run_1/detail.png
Window x 21 to 61, y 37 to 77 µm. Cells in grey, sequential cells in the stronger grey; small squares are vias.
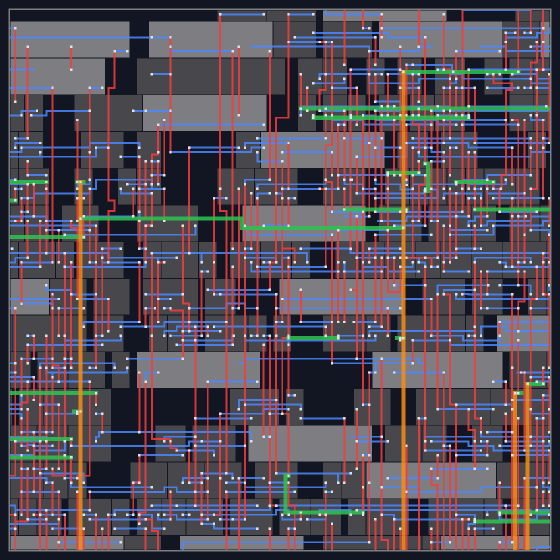
run_1/layer_met2.png
Scale: 3 px per µm.
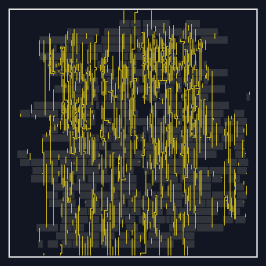
run_1/flops_by_reg.png
Scale: 6 px per µm.
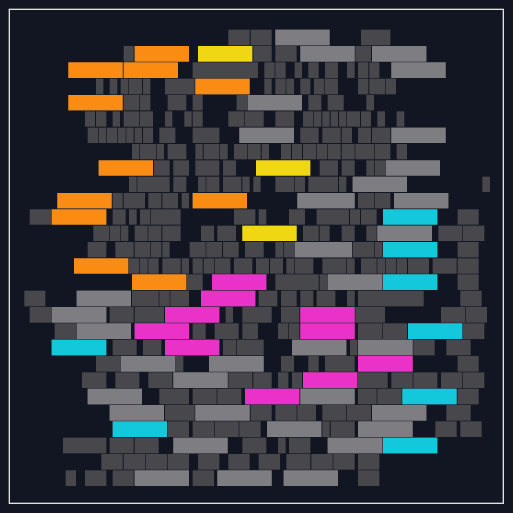
==> config.mk <==
export PLATFORM = sky130hd
export DESIGN_NAME = tri_capture_flat
export DESIGN_NICKNAME = d
export VERILOG_FILES = /design/src/rtl/tri_capture_if.sv /design/src/rtl/tri_capture.sv /design/src/flat_wrapper.sv
export SDC_FILE = /design/constraint.sdc
export NUM_CORES = 1
export LEC_CHECK = 0
export CAP_MARGIN = 20
export CORE_MARGIN = 2
export CORE_UTILIZATION = 51
export CTS_BUF_LIST = sky130_fd_sc_hd__clkbuf_8
export DETAILED_ROUTE_END_ITERATION = 16
export PLACE_DENSITY = 0.88
export SYNTH_ARGS = -nofsm -noshare
export SYNTH_HDL_FRONTEND = slang
export SYNTH_SLANG_ARGS = --single-unit
export TNS_END_PERCENT = 30
==> constraint.sdc <==
create_clock -name clk_i -period 2.35 [get_ports clk_i]
set_clock_uncertainty 0.2 [all_clocks]
set_input_delay 0.235 -clock clk_i [delete_from_list [all_inputs] [get_ports clk_i]]
set_output_delay 0.235 -clock clk_i [all_outputs]
set_load 0.02 [all_outputs]
==> results.tsv <==
stage	metric	value	unit
cts	tritoncts	built	
final_timing	tns	0	ns
cts	clockBufferDepth	2	
drt	wire_per_inst	15.6	µm
power_and_ir_drop	clock_power_share	34.7	%
flow_run	warnings	26	
critical_path	path_class	reg2reg	
final_timing	worstMarginPinSlew	0.823	ns
final_layout	lay_top_cells	dfrtp_1 (64), clkdlybuf4s50_1 (43), nand2_1 (29)	
critical_path	crit_fanout	6	
final_layout	antenna_cells	0	
yosys	ff_type	dfrtp_1	
drt	remaining_drc_errors	0	
yosys	netlist_instances	287	
critical_path	cpMaxStageDelayCell	or4_4	
floorplan	core	5920	µm²
final_timing	setup_ws	0.0982	ns
critical_path	path_depth	5	
final_layout	area_growth	26.8	%
global_routing	grt_pass1_vias	2402	
global_routing	grt_use_total	22.0	%
final_layout	drive_gt1_share	11.5	%
yosys	synth_nets	304	
critical_path	regToRegSetupSlack	0.1	ns
yosys	synthesis.area	3110	µm²
placement	place_area	3700	µm²
final_layout	instances_no_fill	424	
cts	hold_buffers	1	
flow_run	maxCapViolCount	0	
global_routing	grt_max_degree	67	
power_and_ir_drop	p_int	2240	µW
final_layout	fillers	427	
power_and_ir_drop	combPwrFrac	18.1	%
cts	clkSinkCount	66	
critical_path	cp_data_required_time	2.39	ns
critical_path	cp.arrival	2.29	ns
placement	gp_congestion	0.826	
cts	numCtsBuffers	9	
yosys	synth.distinct_cells	49	
drt	vias_per_cell	5.83	
power_and_ir_drop	net-switching-power	879	µW
floorplan	dieArea	6740	µm²
placement	io_buffers	44	
yosys	yosysWarnings	0	
cts	cts_resized	0	
critical_path	crit_path_start_kind	flip-flop	
critical_path	slowest_delay	0.51	ns
final_timing	hold_viol	0	
cts	clkTransAtPathRegs	0.07	ns
yosys	yosysSeqAreaShare	53.1	%
critical_path	path_buffers	0	
floorplan	die_width	82.1	µm
final_timing	fmax	444	MHz
yosys	synth-async-reset-ratio	100	%
cts	htree_levels	3	
final_timing	slew_violations	0	
power_and_ir_drop	seqPwrFrac	47.2	%
yosys	synth-edff-count	0	
final_layout	logic_area	1390	µm²
cts	post_cts_buffers	0	
yosys	avgSynthCellArea	10.8	µm²
power_and_ir_drop	total_power	3120	µW
final_timing	slew_headroom	44.8	%
floorplan	rows	28	
cts	cts-root-buf	clkbuf_8	
power_and_ir_drop	vdd_ir_drop_max	620	µV
floorplan	die_h	82.1	µm
placement	dp_cells	407	
final_layout	fin_nets	361	
final_timing	hold_slack	0.239	ns
yosys	ys_area	3110	µm²
final_timing	period_needed	2.25	ns
floorplan	io_pins	46	
critical_path	crit_family	simple AND/OR/NAND/NOR gates	
yosys	numSynthFlops	66	
power_and_ir_drop	p_leak	0.00174	µW
final_layout	final_cell_area	3940	µm²
placement	hpwl	4530	µm
outcome	status	finished clean	
global_routing	grt_pass1_wl	11200	µm
floorplan	initial_core_util	52.5	%
final_layout	final_common_cell	dfrtp_1	
final_timing	post-route-period-util	95.8	%
final_timing	setup_viol	0	
drt	ant_nets	0	
power_and_ir_drop	powerDensity	791	nW/µm²
drt	dr.pass1.iters	6	
global_routing	antenna_found_initial	0	
placement	dp_worst_setup_slack	0.0823	ns
cts	clk_latency	0.35	ns
final_timing	rsz0062_at_grt	no	
critical_path	ff2ff_path_depth	5	
power_and_ir_drop	switching_share	28.2	%
hold_path	hold_path.class	in2async	
drt	drt_iter0_drc	157	
global_routing	grt_overflow	0	
critical_path	cp_cell_sequence	or4_1 > nor4b_2 > a31oi_1 > or4_4 > a22o_1	
yosys	ys_cells	287	
critical_path	end_kind	flip-flop	
-- detail.png (at the start) --
Key: metal 4 = orange; metal 2 = red; metal 3 = green; metal 1 = blue
Most frequent: nand2_1 (16), o21ai_1 (14), nor2_1 (13). Sequential cells in the window: 12. 142 logic cells have their middle in the window.

-- layer_met2.png (at the start) --
The layer holds 48% of the routed length. The wires run mostly vertical. The layer carries 3170 µm of wire. 326 nets have wire on it.
GR Util met2: 34.8%
DR vias: 2472
final WL: 6600 µm

-- flops_by_reg.png (at the start) --
Key: `u_core.post_cnt_q` = orange [placed flops 11]; `u_core.cap.wr_data` = cyan [placed flops 8]; `u_core.state_q` = yellow [placed flops 3]; `u_core.ptr_q` = magenta [placed flops 10]
Another 34 sequential cells are not coloured.
Seq/total area: 41.9%
Layout Utilization: 66.6%
register area: 1650 µm²

==> run 1: synthesized netlist by cell type (2+ instances only) <==
library cell   n  share of area (%)
a31oi_1        5                1.0
and3_1         5                1.0
dfrtp_1       66                 53
mux2_1        28                 10
a22o_1         3               0.84
o22ai_1        2               0.40
o21a_1         3               0.72
o21ai_0        3               0.48
o31ai_1        6                1.4
nor3_1         4               0.64
nor4_1         2               0.40
ha_1           3                1.2
o21ai_1       25                4.0
a21o_1         3               0.72
nand4_1        8                1.6
xnor2_1       11                3.1
o41ai_1        4                1.1
inv_1          3               0.36
clkbuf_1       9                1.1
xor2_1         2               0.56
nor2_1        20                2.4
nor2b_1        2               0.40
nand2_1       29                3.5
nand3_1       11                1.8
a21oi_1        5               0.80
or4_1          2               0.48
==> run 1: power by group through the flow <==
stage,combinational (µW),sequential [µW],clock (µW)
final,565,1470,1080
after global placement,540,1470,0
after CTS,572,1470,1100
after floorplan,225,1530,0
after detailed placement,565,1480,0
after global routing,620,1500,1140
==> run 1: cells by family after synthesis <==
| family | Yosys count | share of synthesized area [%] |
|---|---|---|
| other cells | 1 | 0.121 |
| simple gates | 96 | 15.9 |
| mux | 29 | 10.5 |
| compound gates | 64 | 13.1 |
| flops | 66 | 53.1 |
| buf+inv | 15 | 2.45 |
| xor+xnor | 13 | 3.66 |
| fa+ha+maj | 3 | 1.21 |
==> run 1: routing by layer <==
layer	track usage (%)	up-vias	routed length, µm
li1	-	1160	-
met1	28.4	1210	2880
met2	34.8	84	3170
met3	4.02	18	369
met4	12.7	0	182
met5	0	-	0
==> run 1: final cells by class <==
type	count	share of cell area [%]
multi-input cells	206	35.2
clock inverters	5	1.97
flip-flops and latches	66	41.9
repair buffers	58	14.4
clock buffers	11	3.84
well taps	75	2.38
inverters	3	0.286
Power is estimated from default activity; no workload was simulated.
